<file path="src/rtl/alu_pkg.sv">
// Shared constants and FSM encodings for the arithmetic blocks.
package alu_pkg;

  localparam int DEFAULT_N = 32;

  typedef enum logic [1:0] {
    ST_IDLE = 2'd0,
    ST_RUN  = 2'd1,
    ST_DONE = 2'd2
  } state_t;

  // Step counter has one spare bit beyond the index range.
  function automatic int cnt_width(input int n);
    return $clog2(n) + 1;
  endfunction

endpackage

</file>
<file path="src/rtl/seq_multiplier_if.sv">
// Operand/result bundle for the sequential multiplier.
interface seq_multiplier_if #(
  parameter int N = alu_pkg::DEFAULT_N
) ();

  logic           start;
  logic [N-1:0]   A;
  logic [N-1:0]   B;
  logic           busy;
  logic           done;
  logic [2*N-1:0] P;

  modport master (
    output start, A, B,
    input  busy, done, P
  );

  modport slave (
    input  start, A, B,
    output busy, done, P
  );

endinterface

</file>
<file path="src/rtl/seq_multiplier_adder.sv">
// Structural ripple-carry adder; one full-adder cell per bit.
module Adder #(
  parameter int n = 32
) (
  input  logic [n-1:0] A,
  input  logic [n-1:0] B,
  input  logic         Cin,
  output logic [n-1:0] S,
  output logic         Cout
);

  logic [n:0] carry;

  assign carry[0] = Cin;

  generate
    for (genvar gi = 0; gi < n; gi++) begin : g_fa
      logic half_sum;
      assign half_sum     = A[gi] ^ B[gi];
      assign S[gi]        = half_sum ^ carry[gi];
      assign carry[gi+1]  = (A[gi] & B[gi]) | (carry[gi] & half_sum);
    end
  endgenerate

  assign Cout = carry[n];

endmodule

</file>
<file path="src/rtl/seq_multiplier.sv">
// Unsigned shift-add multiplier: one partial-product step per clock,
// N steps per operation, product held in P until the next start.
module seq_multiplier
  import alu_pkg::*;
#(
  parameter int N = DEFAULT_N
) (
  input  logic            clk,
  input  logic            rst_n,
  seq_multiplier_if.slave bus
);

  localparam int              CW   = cnt_width(N);
  localparam logic [CW-1:0]   LAST = CW'(N - 1);

  state_t           state_reg, state_next;
  logic [CW-1:0]    cnt_reg, cnt_next;
  logic [N-1:0]     mcand_reg, mcand_next;
  logic [2*N-1:0]   p_reg, p_next;
  logic             busy_reg, done_reg;

  logic [N-1:0]     addend;
  logic [N-1:0]     sum;
  logic             carry;

  assign addend = p_reg[0] ? mcand_reg : '0;

  Adder #(.n(N)) u_adder (
    .A    (p_reg[2*N-1:N]),
    .B    (addend),
    .Cin  (1'b0),
    .S    (sum),
    .Cout (carry)
  );

  always_comb begin
    state_next = state_reg;
    cnt_next   = cnt_reg;
    mcand_next = mcand_reg;
    p_next     = p_reg;
    case (state_reg)
      ST_IDLE: begin
        if (bus.start) begin
          mcand_next = bus.A;
          p_next     = {{N{1'b0}}, bus.B};
          cnt_next   = '0;
          state_next = ST_RUN;
        end
      end
      ST_RUN: begin
        // Carry-out lands in the top bit, so the full 2N-bit product never overflows.
        p_next   = {carry, sum, p_reg[N-1:1]};
        cnt_next = cnt_reg + CW'(1);
        if (cnt_reg == LAST) begin
          state_next = ST_DONE;
        end
      end
      ST_DONE: begin
        state_next = ST_IDLE;
      end
      default: begin
        state_next = ST_IDLE;
      end
    endcase
  end

  always_ff @(posedge clk or negedge rst_n) begin
    if (!rst_n) begin
      state_reg <= ST_IDLE;
      cnt_reg   <= '0;
      mcand_reg <= '0;
      p_reg     <= '0;
      busy_reg  <= 1'b0;
      done_reg  <= 1'b0;
    end else begin
      state_reg <= state_next;
      cnt_reg   <= cnt_next;
      mcand_reg <= mcand_next;
      p_reg     <= p_next;
      // Status flags registered from the next state so they track the FSM glitch-free.
      busy_reg  <= (state_next == ST_RUN);
      done_reg  <= (state_next == ST_DONE);
    end
  end

  assign bus.busy = busy_reg;
  assign bus.done = done_reg;
  assign bus.P    = p_reg;

endmodule

</file>
<file path="src/flat_wrapper.sv">
// flat-port wrapper written by rule: the top's interface ports become plain ports
module seq_multiplier_flat import alu_pkg::*;
#(
  parameter int N = DEFAULT_N
)
  (clk, rst_n, bus_start, bus_A, bus_B, bus_busy, bus_done, bus_P);
  seq_multiplier_if #(.N(N)) bus_i ();
  input  logic clk;
  input  logic rst_n;
  input wire logic [$bits(bus_i.start)-1:0] bus_start;
  input wire logic [$bits(bus_i.A)-1:0] bus_A;
  input wire logic [$bits(bus_i.B)-1:0] bus_B;
  output wire logic [$bits(bus_i.busy)-1:0] bus_busy;
  output wire logic [$bits(bus_i.done)-1:0] bus_done;
  output wire logic [$bits(bus_i.P)-1:0] bus_P;
  assign bus_i.start = bus_start;
  assign bus_i.A = bus_A;
  assign bus_i.B = bus_B;
  assign bus_busy = bus_i.busy;
  assign bus_done = bus_i.done;
  assign bus_P = bus_i.P;
  seq_multiplier #(.N(N)) u_core (.clk(clk), .rst_n(rst_n), .bus(bus_i));
endmodule
</file>
<file path="config.mk">
export PLATFORM = sky130hd
export DESIGN_NAME = seq_multiplier_flat
export DESIGN_NICKNAME = d
export VERILOG_FILES = /design/src/rtl/alu_pkg.sv /design/src/rtl/seq_multiplier_if.sv /design/src/rtl/seq_multiplier_adder.sv /design/src/rtl/seq_multiplier.sv /design/src/flat_wrapper.sv
export SDC_FILE = /design/constraint.sdc
export NUM_CORES = 1
export LEC_CHECK = 0
export ABC_CLOCK_PERIOD_IN_PS = 38200
export CORE_MARGIN = 5
export CORE_UTILIZATION = 53
export CTS_CLUSTER_SIZE = 25
export DETAILED_ROUTE_END_ITERATION = 16
export GPL_ROUTABILITY_DRIVEN = 0
export HOLD_SLACK_MARGIN = 0.08
export PLACE_DENSITY_LB_ADDON = 0.1
export SKIP_CTS_REPAIR_TIMING = 1
export SYNTH_ARGS = -nofsm -noshare
export SYNTH_HDL_FRONTEND = slang
export SYNTH_SLANG_ARGS = --single-unit
export TNS_END_PERCENT = 50
</file>
<file path="constraint.sdc">
create_clock -name clk -period 38.2 [get_ports clk]
set_input_delay 3.82 -clock clk [delete_from_list [all_inputs] [get_ports clk]]
set_output_delay 3.82 -clock clk [all_outputs]
set_load 0.03 [all_outputs]
</file>
### The metal 1 layer, run 1

Scale: 4 px per µm. Supply wires on this layer in grey. Cells faint in the background.
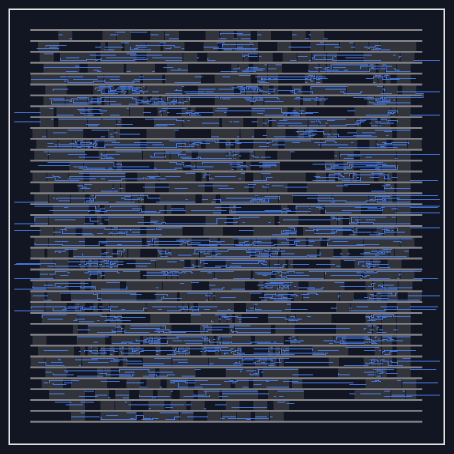
The wires run mostly horizontal. The layer carries 5000 µm of wire. The layer holds 44% of the routed length. The longest straight run is 36.3 µm.
Via Count: 3721
WL final: 11400 µm
met1 Usage GRT: 0.2830

### Signal wires on met2, run 1

Scale: 4 px per µm.
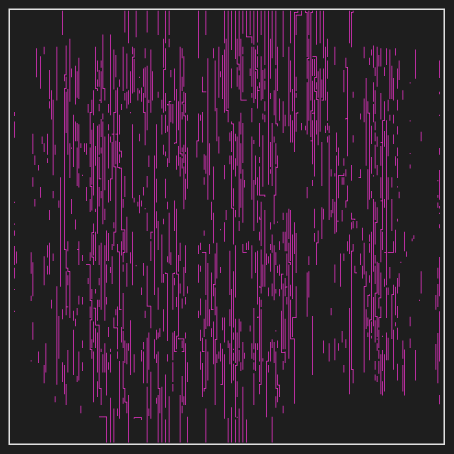
The layer carries 5510 µm of wire. The wires run mostly vertical. 576 nets have wire on it. The longest straight run is 43.4 µm.
global-route met2 utilization: 0.3313

### M3 wires, run 1

Scale: 6 px per µm. Cells faint in the background.
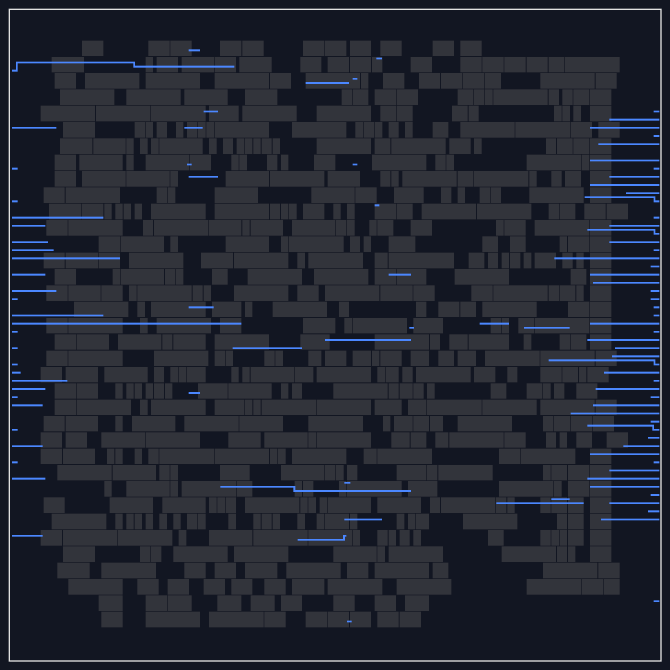
The layer carries 676 µm of wire. The wires run mostly horizontal.

==> impl_metrics.env, run 1 <==
# physical design summary
export IMPL_hold_path_end="u_core.cnt_reg[5]"
export IMPL_cts_buffers=9
export IMPL_cellInternalPower_uw=342.0
export IMPL_slew_headroom=0.1920
export IMPL_synthArstFlopShare=1.000
export IMPL_swShare=0.4153
export IMPL_rows=36
export IMPL_cts_sinks=106
export IMPL_nets=672
export IMPL_first_pass_iters=4
export IMPL_period_used=0.3496
export IMPL_htreeDepth=3
export IMPL_clockBufferDepth=2
export IMPL_grtUsageTotal=0.2068
export IMPL_hp_start="u_core.cnt_reg[5]"
export IMPL_setup_viol=0
export IMPL_fp_dieArea_mm2=0.01175
export IMPL_wl_met1_um=5003
export IMPL_ir_drop_v=0.00004622
export IMPL_syn_to_final_growth_pct=31.27
export IMPL_crit_start="u_core.bus.P[0]"
export IMPL_largestClassByArea="sequential cells"
export IMPL_r2r_slack_ns=24.84
export IMPL_fillers=740
export IMPL_hold_violations=0
export IMPL_critPathArrivalTime_ns=13.60
export IMPL_comb_cells=283
export IMPL_critPathLaunchType="flip-flop"
export IMPL_synth_xor_area_share=0.001707
export IMPL_drive_above_1_share=0.1007
export IMPL_min_path_type="flip-flop to flip-flop"
export IMPL_wire_per_inst_um=16.07
export IMPL_n_antenna_cell=0
export IMPL_place_detailed_hpwl_um=8066
export IMPL_fp_utilization=0.5347
export IMPL_min_path_cells=1
export IMPL_root_buffer="clkbuf_8"
export IMPL_clockPowerShare=0.120
export IMPL_synth_seq_cells=106
export IMPL_globalRouteOverflowTotal=0
export IMPL_rr_endpoint="u_core.bus.P[62]"
export IMPL_pwr_share_seq=0.356
export IMPL_dp_cells=694
export IMPL_ff_latch_area_mm2=0.002653
export IMPL_ys_area_mm2=0.005130
export IMPL_most_common_cell="dfrtp_1"
export IMPL_placement_io_buffers=132
export IMPL_grt_pass1_wl_um=19070
export IMPL_power_switching_uw=242.9
export IMPL_ys_cells=451
export IMPL_yosysWarnings=0
export IMPL_drtIter0Drc=178
export IMPL_tool_warnings=26
export IMPL_top_cell_area_share=0.5171
export IMPL_tritoncts="yes"
export IMPL_final_common_cell="clkdlybuf4s50_1"
export IMPL_maxUsedRoutingLayer="met4"
export IMPL_fin_crit_ns=13.36
export IMPL_yosysUniqueCellTypes=26
export IMPL_reg2regPathDepth=36
export IMPL_worstSetupPathType="flip-flop to flip-flop"
export IMPL_top_power_group="combinational cells"
export IMPL_power_uw=585.0
export IMPL_finClkSkew_ns=0.01409
export IMPL_worst_pin_slew_ns=1.207
export IMPL_grt_max_degree=77
export IMPL_met3_usage=0.04000
export IMPL_syn_nets=551
export IMPL_clk_latency_ns=0.37
export IMPL_max_freq_mhz=74.87
export IMPL_postSynthAreaPerCell_um2=11.37
export IMPL_leakagePower_uw=0.002819
export IMPL_drc=0
export IMPL_yosys_stat_seqShare=0.5171
export IMPL_compound_area_frac=0.1237
export IMPL_wl_met2_um=5505
export IMPL_status="finished clean"
export IMPL_stdcell_count=709
export IMPL_path_delay_family="adder cells"
export IMPL_io_pin_count=133
export IMPL_combGateArea_mm2=0.002217
export IMPL_synthesis_area_mm2=0.005130
export IMPL_ys_sh_adder=0.1259
export IMPL_num_nonclk_inverters=33
export IMPL_num_nonclk_buffers=139
export IMPL_top_cells_by_area="dfrtp_1 52%, fa_1 12%, mux2_4 7.6%"
==> run 2: changes to the inputs <==
--- a/config.mk
+++ b/config.mk
@@ -5,9 +5,9 @@
 export SDC_FILE = /design/constraint.sdc
 export NUM_CORES = 1
 export LEC_CHECK = 0
-export ABC_CLOCK_PERIOD_IN_PS = 38200
+export ABC_CLOCK_PERIOD_IN_PS = 11390
 export CORE_MARGIN = 5
-export CORE_UTILIZATION = 53
+export CORE_UTILIZATION = 44
 export CTS_CLUSTER_SIZE = 25
 export DETAILED_ROUTE_END_ITERATION = 16
 export GPL_ROUTABILITY_DRIVEN = 0
==> constraint.sdc (replaced) <==
create_clock -name clk -period 11.39 [get_ports clk]
set_input_delay 1.139 -clock clk [delete_from_list [all_inputs] [get_ports clk]]
set_output_delay 1.139 -clock clk [all_outputs]
set_load 0.03 [all_outputs]
### Routing congestion, run 2

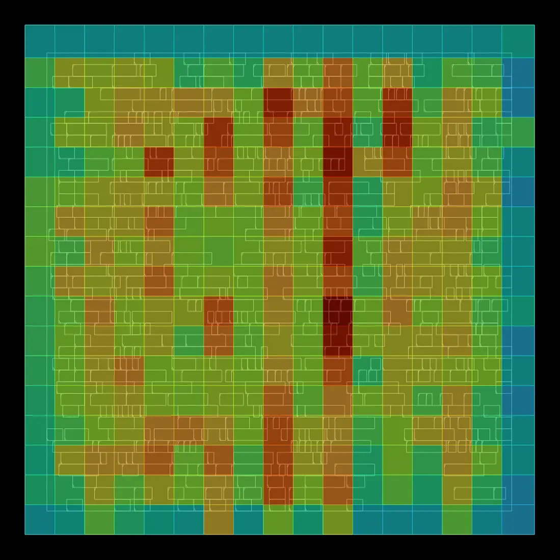
global-route met2 utilization: 0.2815
M3 GR Usage: 0.04613

### Metal 4, run 2

Scale: 3 px per µm. Supply wires on this layer in grey. Cells faint in the background.
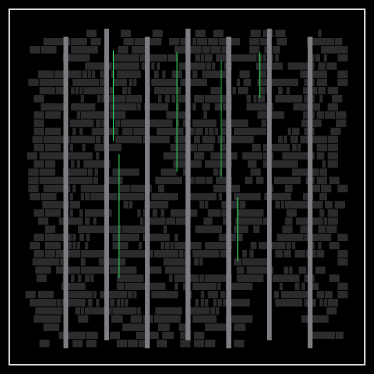
The wires run mostly vertical. 4 nets have wire on it. The longest straight run is 40.8 µm.
Via Count: 3757
WL final: 11780 µm

==> run 2 against run 1 <==
- the run now ends with negative setup slack left
- first-iteration DRC count grew 9.0%
- register-to-register slack lost 25 ns
- sequential share of layout area shrank 1.2 points
- die area grew 18%
- design area grew 3.2%
- sequential power grew to 3.4 times the previous value
- clock-buffer cell count grew 1
==> impl_metrics.env, run 2 <==
# physical design summary
export IMPL_status="finished, violations left"
export IMPL_violations="negative setup slack"
export IMPL_min_path_type="flip-flop to flip-flop"
export IMPL_setup_viol=3
export IMPL_root_buffer="clkbuf_16"
export IMPL_leakagePower_uw=0.002876
export IMPL_synthArstFlopShare=1.000
export IMPL_n_antenna_cell=0
export IMPL_place_detailed_hpwl_um=8332
export IMPL_ff_latch_area_mm2=0.002654
export IMPL_drive_above_1_share=0.1586
export IMPL_drc=0
export IMPL_ys_sh_adder=0.1259
export IMPL_fp_utilization=0.4493
export IMPL_rows=39
export IMPL_worstSetupPathType="flip-flop to flip-flop"
export IMPL_dp_cells=707
export IMPL_top_power_group="combinational cells"
export IMPL_tool_warnings=28
export IMPL_max_freq_mhz=85.17
export IMPL_htreeDepth=3
export IMPL_worst_pin_slew_ns=1.317
export IMPL_grt_max_degree=66
export IMPL_crit_start="u_core.bus.P[0]"
export IMPL_ys_cells=451
export IMPL_syn_to_final_growth_pct=35.41
export IMPL_top_cells_by_area="dfrtp_1 52%, fa_1 12%, mux2_4 7.6%"
export IMPL_grtUsageTotal=0.1772
export IMPL_wl_met2_um=5565
export IMPL_fp_dieArea_mm2=0.01392
export IMPL_rr_endpoint="u_core.bus.P[62]"
export IMPL_comb_cells=283
export IMPL_hold_violations=0
export IMPL_path_delay_family="adder cells"
export IMPL_min_path_cells=1
export IMPL_fillers=969
export IMPL_most_common_cell="dfrtp_1"
export IMPL_layout_setup_ws_ns=-0.3509
export IMPL_critPathLaunchType="flip-flop"
export IMPL_grt_pass1_wl_um=20340
export IMPL_hold_path_end="u_core.cnt_reg[5]"
export IMPL_largestClassByArea="sequential cells"
export IMPL_finClkSkew_ns=0.006608
export IMPL_final_common_cell="clkdlybuf4s50_1"
export IMPL_synth_seq_cells=106
export IMPL_top_cell_area_share=0.5171
export IMPL_clockPowerShare=0.152
==> run 3: changes to the inputs <==
--- a/config.mk
+++ b/config.mk
@@ -7,7 +7,8 @@
 export LEC_CHECK = 0
 export ABC_CLOCK_PERIOD_IN_PS = 11390
 export CORE_MARGIN = 5
-export CORE_UTILIZATION = 44
+export CORE_UTILIZATION = 41
+export CTS_BUF_LIST = sky130_fd_sc_hd__clkbuf_8
 export CTS_CLUSTER_SIZE = 25
 export DETAILED_ROUTE_END_ITERATION = 16
 export GPL_ROUTABILITY_DRIVEN = 0
### The metal 1 layer, run 3

Scale: 4 px per µm. Supply wires on this layer in grey. Cells faint in the background.
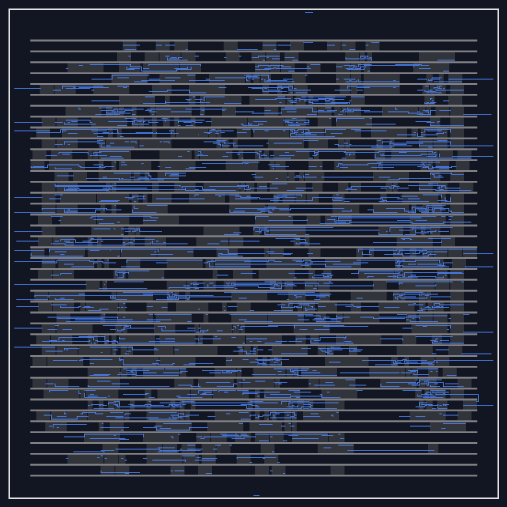
The longest straight run is 31.3 µm. The layer holds 45% of the routed length. The wires run mostly horizontal. 589 nets have wire on it. The layer carries 5270 µm of wire.
met1 Usage GRT: 0.2248
WL final: 11700 µm

### Metal 4, run 3

Scale: 3 px per µm. Supply wires on this layer in grey. Cells faint in the background.
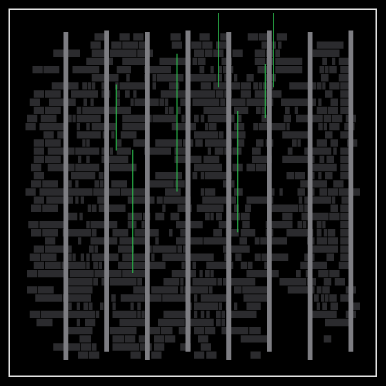
The layer carries 215 µm of wire. 5 nets have wire on it. The layer holds 1.8% of the routed length. The longest straight run is 45.6 µm. The wires run mostly vertical.
Via Count: 3638

==> run 3 against run 2 <==
- the run still ends with negative setup slack left
- die area is 6.7% higher
- wire length is 0.68% lower
- register-to-register slack hardly changed
- final cell count is 3.3% higher
==> impl_metrics.env, run 3 <==
# physical design summary
export IMPL_status="finished, violations left"
export IMPL_violations="negative setup slack"
export IMPL_cp_common_cell="fa_2"
export IMPL_final_common_cell="clkdlybuf4s50_1"
export IMPL_min_path_cells=1
export IMPL_leakagePower_uw=0.002849
export IMPL_tool_warnings=28
export IMPL_synth_seq_cells=106
export IMPL_rows=40
export IMPL_ys_cells=451
export IMPL_critPathLaunchType="flip-flop"
export IMPL_max_freq_mhz=85.28
export IMPL_ys_sh_adder=0.1259
export IMPL_largestClassByArea="sequential cells"
export IMPL_top_power_group="combinational cells"
export IMPL_clockPowerShare=0.128
export IMPL_worst_pin_slew_ns=1.274
export IMPL_cp_depth=37
export IMPL_most_common_cell="dfrtp_1"
export IMPL_final_area_mm2=0.006919
export IMPL_num_nonclk_buffers=141
export IMPL_r2r_slack_ns=-0.34
export IMPL_yosysUniqueCellTypes=26
export IMPL_layout_setup_ws_ns=-0.3362
export IMPL_ff_latch_area_mm2=0.002654
export IMPL_grt_pass1_vias=3922
export IMPL_wl_met3_um=700
export IMPL_root_buffer="clkbuf_8"
export IMPL_htreeDepth=3
export IMPL_min_path_type="flip-flop to flip-flop"
export IMPL_whs_ns=0.5053
export IMPL_sh_seq_area=0.3835
export IMPL_crit_end="u_core.bus.P[62]"
export IMPL_drc=0
export IMPL_placed_cell_area_mm2=0.006664
export IMPL_grt_max_degree=61
export IMPL_dp_cells=731
export IMPL_tap_cells=168
export IMPL_path_delay_family="adder cells"
export IMPL_fp_utilization=0.4218
export IMPL_netlist_logic_family_top="adder cells"
export IMPL_rr_endpoint="u_core.bus.P[62]"
export IMPL_yosys_stat_seqShare=0.5171
export IMPL_endpoint_kind="flip-flop"
export IMPL_wl_met2_um=5521
export IMPL_mux_share=0.09122
export IMPL_synthArstFlopShare=1.000
export IMPL_hold_violations=0
export IMPL_top_cell_area_share=0.5171
export IMPL_place_detailed_hpwl_um=8342
export IMPL_syn_nets=551
export IMPL_drive_above_1_share=0.1710
export IMPL_pwr_share_seq=0.353
export IMPL_power_switching_uw=825.1
export IMPL_fin_crit_ns=11.73
export IMPL_drtIter0Drc=190
export IMPL_comb_power_uw=1040
export IMPL_fp_dieArea_mm2=0.01485
export IMPL_n_antenna_cell=0
export IMPL_power_uw=2011
export IMPL_worstSetupPathType="flip-flop to flip-flop"
export IMPL_comb_cells=283
export IMPL_top_cells_by_area="dfrtp_1 52%, fa_1 12%, mux2_4 7.6%"
export IMPL_setup_viol=3
export IMPL_grt_pass1_wl_um=19820
export IMPL_wire_per_inst_um=15.67
export IMPL_maxUsedRoutingLayer="met4"
export IMPL_pg_seq_uw=710
export IMPL_nClkBuffers=11
export IMPL_hold_path_end="u_core.cnt_reg[3]"
export IMPL_io_pin_count=133
export IMPL_crit_start="u_core.bus.P[0]"
export IMPL_largest_reg_flops=64
export IMPL_reg2regPathDepth=37
export IMPL_clk_latency_ns=0.36
export IMPL_grt_util_met2=0.2669
export IMPL_pre_cts_ws_ns=-0.3232
export IMPL_fillers=1093
export IMPL_die_y_um=121.9
export IMPL_cp_num_buf_inv=3
export IMPL_compound_area_frac=0.1237
export IMPL_crit_fanout=2
export IMPL_finClkSkew_ns=0.007868
export IMPL_syn_to_final_growth_pct=34.88
export IMPL_met3_usage=0.03668
export IMPL_grtUsageTotal=0.1673
export IMPL_grt_busiest_layer="met2"
Power is estimated from default activity; no workload was simulated.
